File: config.mk
export PLATFORM = sky130hd
export DESIGN_NAME = f_pc_fetch
export DESIGN_NICKNAME = d
export VERILOG_FILES = /design/src/rtl/f_pc_fetch_pkg.sv /design/src/rtl/f_addr_check.sv /design/src/rtl/f_pc_fetch.sv
export SDC_FILE = /design/constraint.sdc
export NUM_CORES = 1
export LEC_CHECK = 0
export CORE_ASPECT_RATIO = 0.9
export CORE_MARGIN = 3
export CORE_UTILIZATION = 41
export DETAILED_ROUTE_END_ITERATION = 6
export GPL_TIMING_DRIVEN = 0
export PLACE_DENSITY = 0.95
export SLEW_MARGIN = 20
export SYNTH_ARGS = -nofsm -noshare
export SYNTH_HDL_FRONTEND = slang
export SYNTH_SLANG_ARGS = --single-unit
File: constraint.sdc
create_clock -name clk -period 3.3 [get_ports clk]
set_clock_uncertainty 0.15 [all_clocks]
set_input_delay 0.66 -clock clk [delete_from_list [all_inputs] [get_ports clk]]
set_output_delay 0.66 -clock clk [all_outputs]
set_load 0.005 [all_outputs]
File: src/rtl/f_pc_fetch_pkg.sv
// Shared definitions for the fetch stage: PC bounds, the nop word and the
// fetch-state encoding.
package f_pc_fetch_pkg;

  localparam logic [31:0] PC_INIT_DEF  = 32'h0000_3000;
  localparam logic [31:0] PC_LIMIT_DEF = 32'h0000_6FFC;
  localparam logic [31:0] NOP_INSTR    = 32'h0000_0000;

  localparam int STATE_W = 2;

  typedef enum logic [STATE_W-1:0] {
    ST_REQ  = 2'd0,
    ST_DONE = 2'd1,
    ST_EXC  = 2'd2
  } fetch_state_e;

endpackage

File: src/rtl/f_addr_check.sv
// Combinational instruction-address legality check: flags a word address that
// is misaligned or outside [PC_INIT, PC_LIMIT].
module f_addr_check
  import f_pc_fetch_pkg::*;
#(
  parameter logic [31:0] PC_INIT  = PC_INIT_DEF,
  parameter logic [31:0] PC_LIMIT = PC_LIMIT_DEF
) (
  input  logic [31:0] addr,
  output logic        bad
);

  logic misaligned;
  logic below_range;
  logic above_range;

  always_comb begin
    misaligned  = (addr[1:0] != 2'b00);
    below_range = (addr < PC_INIT);
    above_range = (addr > PC_LIMIT);
    bad         = misaligned || below_range || above_range;
  end

endmodule

File: src/rtl/f_pc_fetch.sv
// Fetch stage: owns F_PC, issues one instruction-memory read per PC and
// buffers the returned word (or a nop plus AdEL) for the F/D register.
module f_pc_fetch
  import f_pc_fetch_pkg::*;
#(
  parameter logic [31:0] PC_INIT  = PC_INIT_DEF,
  parameter logic [31:0] PC_LIMIT = PC_LIMIT_DEF
) (
  input  logic        clk,
  input  logic        reset,
  input  logic        F_stall,
  input  logic [31:0] D_NPC_PCnext,
  output logic        F_imem_req,
  output logic [31:0] F_imem_addr,
  input  logic        F_imem_ready,
  input  logic [31:0] F_imem_rdata,
  output logic [31:0] F_PC,
  output logic [31:0] F_instr,
  output logic        F_instr_valid,
  output logic        F_excAdEL
);

  fetch_state_e state_q;
  fetch_state_e state_d;

  logic [31:0] pc_q;
  logic [31:0] instr_q;
  logic        valid_q;
  logic        exc_q;

  logic npc_bad;
  logic accept;
  logic advance;

  f_addr_check #(
    .PC_INIT  (PC_INIT),
    .PC_LIMIT (PC_LIMIT)
  ) u_npc_check (
    .addr (D_NPC_PCnext),
    .bad  (npc_bad)
  );

  // Request is gated by reset so an in-flight read is withdrawn the moment
  // reset asserts, without waiting for a clock edge.
  assign F_imem_req  = (state_q == ST_REQ) && reset;
  assign F_imem_addr = pc_q;
  assign accept      = F_imem_req && F_imem_ready;
  assign advance     = (state_q != ST_REQ) && !F_stall;

  always_ff @(posedge clk or negedge reset) begin
    if (!reset) begin
      state_q <= ST_REQ;
    end else begin
      state_q <= state_d;
    end
  end

  always_comb begin
    state_d = state_q;
    case (state_q)
      ST_REQ: begin
        if (accept) begin
          state_d = ST_DONE;
        end
      end
      ST_DONE, ST_EXC: begin
        if (!F_stall) begin
          state_d = npc_bad ? ST_EXC : ST_REQ;
        end
      end
      default: begin
        state_d = ST_REQ;
      end
    endcase
  end

  // Stall only matters once the fetch has finished; an accepted read always
  // lands in the buffer.
  always_ff @(posedge clk or negedge reset) begin
    if (!reset) begin
      pc_q    <= PC_INIT;
      instr_q <= NOP_INSTR;
      valid_q <= 1'b0;
      exc_q   <= 1'b0;
    end else if (accept) begin
      instr_q <= F_imem_rdata;
      valid_q <= 1'b1;
    end else if (advance) begin
      pc_q    <= D_NPC_PCnext;
      valid_q <= npc_bad;
      exc_q   <= npc_bad;
      if (npc_bad) begin
        instr_q <= NOP_INSTR;
      end
    end
  end

  assign F_PC          = pc_q;
  assign F_instr       = instr_q;
  assign F_instr_valid = valid_q;
  assign F_excAdEL     = exc_q;

endmodule
==> run_1/met3.png <==
Scale bar: 20 um.
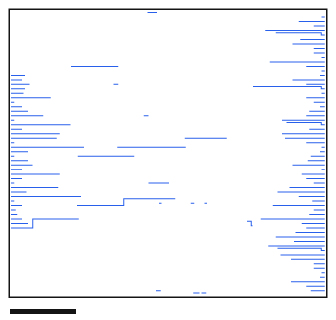
The layer carries 794 um of wire. 104 nets have wire on it. The wires run mostly horizontal.

==> run_1/zoom.png <==
Window x 28 to 68, y 6 to 46 um. Cells in gray, sequential cells in the stronger gray; small squares are vias.
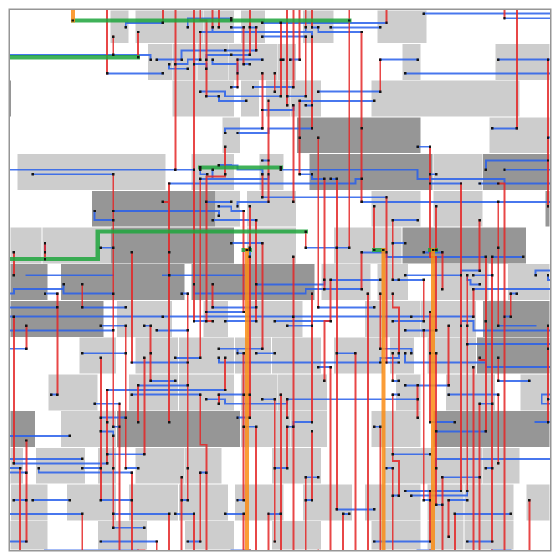
Red stands for met2. Blue stands for met1. Orange stands for met4. Green stands for met3.
Most frequent: clkdlybuf4s50_1 (33), dfrtp_1 (12), mux2_2 (11). 97 logic cells have their middle in the window. Netlist names of flops here include `F_PC` (12), `F_instr_valid` (1). Sequential cells in the window: 13.

==> run_1/clock_map.png <==
Scale bar: 20 um.
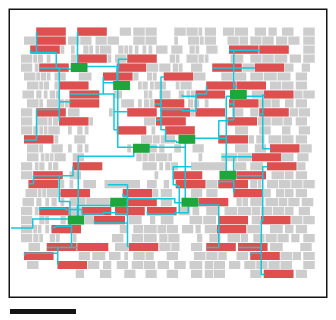
Cyan stands for clock wires, length 808 um. Green stands for cells driving clock nets, count 9. Red stands for flip-flops, count 68.
Position of the flops: all over the die.

==> commit_impl_results.txt, run 1 <==
Update PnR metrics after Yosys + OpenROAD run

* Result of the run: finished clean
* Ratio of cells with drive above 1 in the final layout: 20.0%
* Registers, synthesis: 68
- IO buf count: 166
- Total Routed Length: 8300 um
- Number of violations reported at the end of detailed-routing iteration 0: 68
* Number of enable flip-flop cells: 0
- Per the run summary, max-cap violations total 0.
- ANT nets after route: 0
- Iteration count of the initial detailed-routing pass: 4
- Per STA, the worst path accumulates the most delay in the family buffers and inverters.
* Average cell area after synthesis: 10.9 um2
- Starting Density: 43.8%
- The worst VDD IR drop from the latest analysis is 0.000423 V.
- Synthesized instance count: 272
- The clock reaches the later pin of the worst-skew pair after 0.33 ns.
- Setup slack on the critical path of the routed design comes to 0.502 ns.
* Diode insertion count for antenna repair: 0
* Worst-Margin Slew: 0.448 ns
- Yosys stat cell total: 272
- Clock net sink count: 68
- TritonCTS clock tree: yes
- Unrepaired setup endpoints after global routing: no
- The report lists the number of standard-cell rows as 28.
- The floorplan step defined a die boundary enclosing 8310 um2.
- Area growth, synth to finish: 67.8%
- Per the detail_route report, DRC violations left total 0.
* Setup Buffers After CTS: 0
- The leakage component of the power was reported as 2.13 nW.
- The region available for standard cell placement spans 6800 um2.
- Crit Path Category: in -> out
- Cell variety after synth: 25
* CP Max Fanout: 45
- After layout, the design draws a total of 0.00450 W.
- Die span in y: 86.8 um
- Clock transition at the registers of the reported paths: 0.07 ns
- HPWL after detailed placement: 6610 um
- Largest stage delay on the critical path: 0.54 ns
* Max H-tree Level: 3
* Number of buffers added by the clock tree synthesis step: 9
- Endpoints failing hold in the final report were tallied at 0.
* Cell Chain, Critical Path: buf_4 > buf_12 > and2_1 > clkdlybuf4s50_1
* Endpoint of the most critical register-to-register path: F_PC[30]
- In this run the clock root is driven by a sky130_fd_sc_hd__clkbuf_8.
- On the critical path the data arrives at 1.99 ns.
* Predominant post-synthesis flop cell: sky130_fd_sc_hd__dfrtp_1
* Most common logic cell in the routed design: sky130_fd_sc_hd__clkdlybuf4s50_1
- For reference, the final report shows the max-slew violation count at 0.
* Number of global-route vias before repair: 2604
* Areal power density over the cells: 901 nW/um2
- Wire length of the first global-routing pass: 12900 um
- Summed over all routing layers, the global router reports a total usage of 20.2%.
- The clock period could shrink to 2.80 ns.
- Final critical-path share of the clock period: 84.8%
- The slowest stage of the critical path is the sky130_fd_sc_hd__clkdlybuf4s50_1 cell.
* Die Span X: 95.8 um
* Maximum number of pins on one net before global-route repair: 46
* Part of the Yosys area used for sequential elements: 57.3%
* Remaining global-route overflow: 0
* Fill cells: 486
* Via/cell ratio: 4.69
- Slew HR: 70.1%
- In the layout the commonest cells are sky130_fd_sc_hd__clkdlybuf4s50_1 (165), sky130_fd_sc_hd__dfrtp_1 (66), sky130_fd_sc_hd__nand2_1 (66), sky130_fd_sc_hd__buf_4 (33), sky130_fd_sc_hd__mux2_2 (32).
- STA classifies the critical path startpoint as an input pin.
- The placement summary gives the final routability congestion estimate as 0.748.
* I/O Pins: 167
- During synthesis, Yosys emitted a total of 0 warnings.
* Antenna violations before repair: 0
- Routed len/inst: 15.3 um
- The synthesized netlist occupies a cell area of 2970 um2.
## run 1: worst reg2reg max path: cells and delay by family, from the launching register on
kind | cells | cell delay, ns
AND/OR/NAND/NOR | 1 | 0.15
adder cells (fa/ha/maj) | 1 | 0.26
multiplexers | 1 | 0.38
flip-flops | 1 | 0.40
buffers and inverters | 3 | 0.65
## run 1: cell type report
cell class                      count  area (um2)  area share (%)
Inverter                            2        7.51           0.150
Tap cell                           90         113            2.26
Sequential cell                    68        1700            34.2
Clock inverter                      4        72.6            1.45
Multi-Input combinational cell    156         943            18.9
Timing Repair Buffer              167        1680            33.7
Clock buffer                       11         151            3.03
Buffer                             46         319            6.39
## run 1: how the worst max path moves through the flow
stage                      from         end  slack, ns  cells after the start
6_report                  reset  F_imem_req       0.50                      4
3_3_place_gp              reset  state_q[1]      -1.83                      5
2_1_floorplan  D_NPC_PCnext[25]   F_excAdEL       1.37                      5
3_5_place_dp              reset  F_imem_req       0.47                      4
4_1_cts                   reset  F_imem_req       0.47                      4
5_1_grt                   reset  F_imem_req       0.38                      4
## run 1: logic make-up (layout without fill, tap and decap cells)
| group | Yosys count | count (layout) | synth area share (%) |
|---|---|---|---|
| multiplexers | 32 | 32 | 12.1 |
| AND-OR/OR-AND | 39 | 39 | 6.77 |
| adder cells (fa/ha/maj) | 2 | 2 | 0.841 |
| flip-flops | 68 | 68 | 57.3 |
| XOR/XNOR | 1 | 1 | 0.295 |
| AND/OR/NAND/NOR | 82 | 82 | 11.7 |
| buffers and inverters | 48 | 230 | 11.0 |
## run 1: through the flow
stage                     TNS (ns)  hold WS, ns  util (%)  instances  area, um2
final                            0       0.0780      73.4        544       4990
after global routing             0       0.0863      73.4        544       4990
after CTS                        0       0.0726      73.4        544       4990
after detailed placement         0        0.326      70.1        529       4770
after global placement     -114.99        0.309      69.9        528       4750
after floorplan                  0        0.214         -        272       2970
## run 1: power by group
| group | internal, W | total (W) | switching [W] |
|---|---|---|---|
| Clock | 0.000461 | 0.000759 | 0.000298 |
| Combinational | 0.00156 | 0.00226 | 0.000705 |
| Sequential | 0.00122 | 0.00148 | 0.000259 |
| Total | 0.00324 | 0.00450 | 0.00126 |
## run 1: state kept, by name (all words and copies together) (netlist names)
| name | flops |
|---|---|
| F_instr | 32 |
| F_excAdEL | 1 |
| F_instr_valid | 1 |
| state_q | 2 |
| F_PC | 32 |
## run 1: routing by layer
layer / vias to the layer above / wire [um] / track usage, %
met5: - / 0 / 0
met4: 0 / 155 / 7.11
met3: 13 / 793 / 7.47
met2: 118 / 4140 / 34.3
met1: 1197 / 3210 / 23.4
li1: 1224 / - / -
## run 1: cells in the mapped netlist, drive strengths merged (2+ instances only)
cell type | instances | area (um2)
and2 | 3 | 18.8
buf | 38 | 289
clkbuf | 8 | 30.0
dfrtp | 66 | 1650
dfstp | 2 | 52.6
ha | 2 | 25.0
inv | 2 | 7.51
mux2 | 32 | 360
nand2 | 66 | 248
nand3 | 2 | 15.0
nor3 | 3 | 15.0
nor4 | 4 | 25.0
o21ai | 36 | 180
==> run_1/metal_stack.png <==
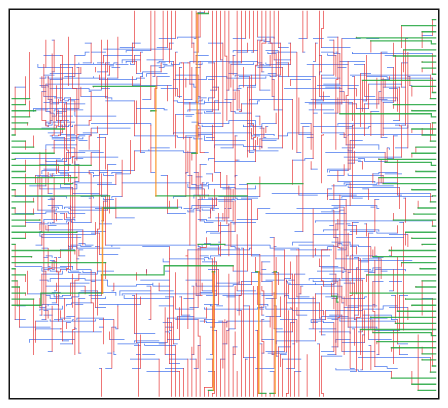

==> run 1 -> run 2 <==
--- a/config.mk
+++ b/config.mk
@@ -7,10 +7,10 @@
 export LEC_CHECK = 0
 export CORE_ASPECT_RATIO = 0.9
 export CORE_MARGIN = 3
-export CORE_UTILIZATION = 41
+export CORE_UTILIZATION = 35
 export DETAILED_ROUTE_END_ITERATION = 6
 export GPL_TIMING_DRIVEN = 0
-export PLACE_DENSITY = 0.95
+export PLACE_DENSITY = 0.89
 export SLEW_MARGIN = 20
 export SYNTH_ARGS = -nofsm -noshare
 export SYNTH_HDL_FRONTEND = slang
==> constraint.sdc (replaced) <==
create_clock -name clk -period 2.5 [get_ports clk]
set_clock_uncertainty 0.15 [all_clocks]
set_input_delay 0.5 -clock clk [delete_from_list [all_inputs] [get_ports clk]]
set_output_delay 0.5 -clock clk [all_outputs]
set_load 0.005 [all_outputs]
==> run_2/metal_stack.png <==
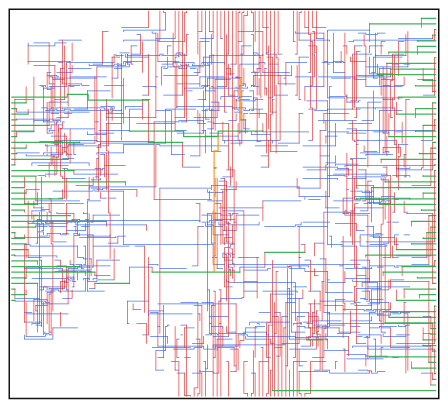
Red stands for met2, wire length 4300 um. Orange stands for met4, wire length 43.8 um. Blue stands for met1, wire length 3330 um. Green stands for met3, wire length 793 um.

==> run 2 against run 1 <==
  * Clock power grew 24%
  * Critical path type is now reg -> out
  * Final cell count grew 2.0%
  * Largest cell class unchanged
  * Die area grew 16%
==> commit_impl_results.txt, run 2 <==
Update PnR metrics after Yosys + OpenROAD run

- After global routing the overflow that remains totals 0.
- According to the dpl log, the detail-placed design has an HPWL of 6610 um.
* Total Routed Length: 8470 um
- Final period demand of the worst path: 2.36 ns
* Fraction of synthesis flops using an asynchronous set or reset pin: 100%
- CTS Root Cell: sky130_fd_sc_hd__clkbuf_8
* Part of the Yosys area used for sequential elements: 57.3%
- Result of the run: finished clean
* Maximum number of pins on one net before global-route repair: 42
- The count of buffers added on input and output ports is 166.
* Fill cells: 656
- Antenna violations before repair: 0
- Per the cell usage report, the commonest logic cell in the layout is sky130_fd_sc_hd__clkdlybuf4s50_1.
- For reference, simple AND, OR, NAND and NOR cells occupy 11.7% of the area reported after synthesis.
* Warnings from Yosys: 0
- Largest stage delay on the critical path: 0.51 ns
- The share of synthesized area in the top cell type comes to 55.5%.
- Clock net sink count: 68
- The share of the core area taken by cells at floorplan is 36.5%.
* Yosys stat cell total: 272
- Diode insertion count for antenna repair: 0
- Xor and xnor fraction of the mapped netlist area: 0.294%
- Die span in y: 93.5 um
- In this run the horizontal extent of the chip is 103 um.
- Summed over all nets, the switching power comes to 0.00168 W.
- Final Hold Slack: 0.0332 ns
- Post-synth top area cell: sky130_fd_sc_hd__dfrtp_1
- Per the placement report, the placed cell count is 538.
- Areal power density over the cells: 1170 nW/um2
- Registers, synthesis: 68
* Switching fraction of total power: 28.7%
- For this design the static power due to leakage is 2.13 nW.
* Iteration count of the initial detailed-routing pass: 4
- Counting flops with a built-in enable in the synthesized netlist gives 0.
- MaxCap Viol Count: 0
- Global routing used 17.9% of the available tracks across all layers.
* Cell Chain, Critical Path: inv_1 > ha_2 > and2_1 > clkdlybuf4s50_1
* Final slew viol count: 0
- Counting endpoints that fail hold in the final report gives 0.
- ANT nets after route: 0
* Final critical-path share of the clock period: 94.4%
- The H-tree generated during clock tree synthesis spans 3 levels.
- Crit Path Category: reg -> out
- By instance count after routing, the leading logic cell types are sky130_fd_sc_hd__clkdlybuf4s50_1 (165), sky130_fd_sc_hd__dfrtp_1 (66), sky130_fd_sc_hd__nand2_1 (66), sky130_fd_sc_hd__buf_4 (33), sky130_fd_sc_hd__mux2_2 (32).
* Cell-internal power: 0.00418 W
* Worst endpoint data arrival time: 1.71 ns
- The slowest stage of the critical path is the sky130_fd_sc_hd__clkdlybuf4s50_1 cell.
* Power share of the clock group: 16.0%
- The report shows a maximum critical-path fanout of 7.
- Critical path launch point: state_q[1]
* Setup Buffers After CTS: 0
- Wire length of the first global-routing pass: 13500 um
- The via count of the first global-routing pass came to 2773.
* Post-synthesis share of cell area spent on full adders, half adders and majority gates: 0.841%
- Flop pwr share: 33.1%
- Slew HR: 68.7%
- The script parses the final routing iteration and logs DRC violations as 0.
- Ratio of cells with drive above 1 in the final layout: 20.6%
- Synth cell count leaders: sky130_fd_sc_hd__dfrtp_1 (66), sky130_fd_sc_hd__nand2_1 (66), sky130_fd_sc_hd__buf_4 (32), sky130_fd_sc_hd__mux2_2 (32), sky130_fd_sc_hd__o21ai_1 (30)
* FP Rows: 31
* Number of buffers added by the clock tree synthesis step: 9
- Clock transition at the registers of the reported paths: 0.08 ns
* Routed len/inst: 15.3 um
- I/O Pins: 167
* Die ar.: 9640 um2
- Type of origin of the critical path: register
* Dominant kind of combinational cell: multiplexers
- The congestion estimate from routability-driven global placement came to 0.759.
* Post-route cell area: 5010 um2
- Worst-skew pair later-pin latency: 0.34 ns
- Post-synthesis compound-gate area fraction: 6.77%
- Average cell area after synthesis: 10.9 um2
* Final standard cell utilization of the core: 61.5%
* Comb pwr share: 50.9%
* Mux share of post-synthesis cell area: 12.1%
- The gate-level netlist out of Yosys references 25 unique cell types.
- Total power: 0.00587 W
* Area of placed instances: 4780 um2
* Unrepaired setup endpoints after global routing: no
* Post-synthesis cell area: 2970 um2
- TritonCTS built the clock tree.
- For this run, the number of standard cells in the final layout without fillers is 555.
- Placeable core region: 8150 um2
* Area growth, synth to finish: 68.4%
- Number of violations reported at the end of detailed-routing iteration 0: 66
==> run_2/met3.png <==
Scale bar: 20 um.
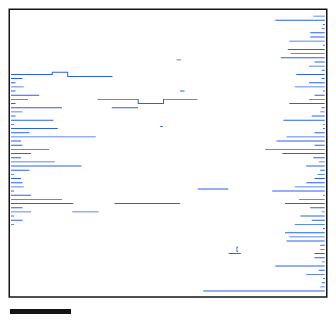
The wires run mostly horizontal. The layer carries 793 um of wire.

==> run 2: layer usage <==
metal	track usage [%]	vias up	routed length, um
li1	-	1234	-
met1	20.9	1188	3330
met2	31.0	122	4300
met3	7.38	5	792
met4	3.13	0	43
met5	0	-	0
==> run 2: cell families after synthesis <==
group           after synthesis
simple gates                 82
flops                        68
buf+inv                      48
compound gates               39
mux                          32
fa+ha+maj                     2
xor+xnor                      1
==> run 2: power by group through the flow <==
stage | clock network, W | logic [W] | registers [W]
after floorplan | 0 | 0.00112 | 0.00195
after global placement | 0 | 0.00292 | 0.00192
after detailed placement | 0 | 0.00301 | 0.00196
after CTS | 0.000968 | 0.00303 | 0.00194
after global routing | 0.00102 | 0.00324 | 0.00201
final | 0.000939 | 0.00299 | 0.00194
==> run 2: per-stage QoR <==
stage               worst slack, ns  setup TNS, ns
CTS                          0.0684              0
finish                        0.141              0
floorplan                     0.700              0
global route                 0.0483              0
detailed placement          0.00827              0
global placement              -2.51        -180.71
==> run 2: final cells by class <==
class / count / area (um2) / area share, %
buffer: 46 / 319 / 6.37
clock inverter: 5 / 58.8 / 1.17
timing repair buffer: 168 / 1700 / 33.9
sequential: 68 / 1700 / 34.0
multi-input combinational: 156 / 946 / 18.9
inverter: 2 / 7.51 / 0.150
clock buffer: 11 / 151 / 3.02
tap: 99 / 124 / 2.47
==> run 2: critical path, delay by kind of cell (launching register included) <==
family,cells,cell delay (ns)
simple gates,1,0.14
fa+ha+maj,1,0.24
buf+inv,2,0.58
flops,1,0.41
==> run 2: timing repair <==
item                       in CTS  in global routing
hold endpoints to repair       25                  0
setup endpoints to repair       0                  1
hold buffers                    1                  0
resized                         0                  1
==> run 2: final timing paths <==
kind / slack, ns / endpoint
max in group asynchronous: 1.93 / F_instr[18]
min in group clk: 0.34 / F_excAdEL
hold / removal: 0.03 / F_PC[6]
setup / recovery: 0.14 / F_imem_req
hold reg to reg: 0.34 / F_excAdEL
setup reg to reg: 0.46 / F_PC[20]
Power is estimated from default activity; no workload was simulated.
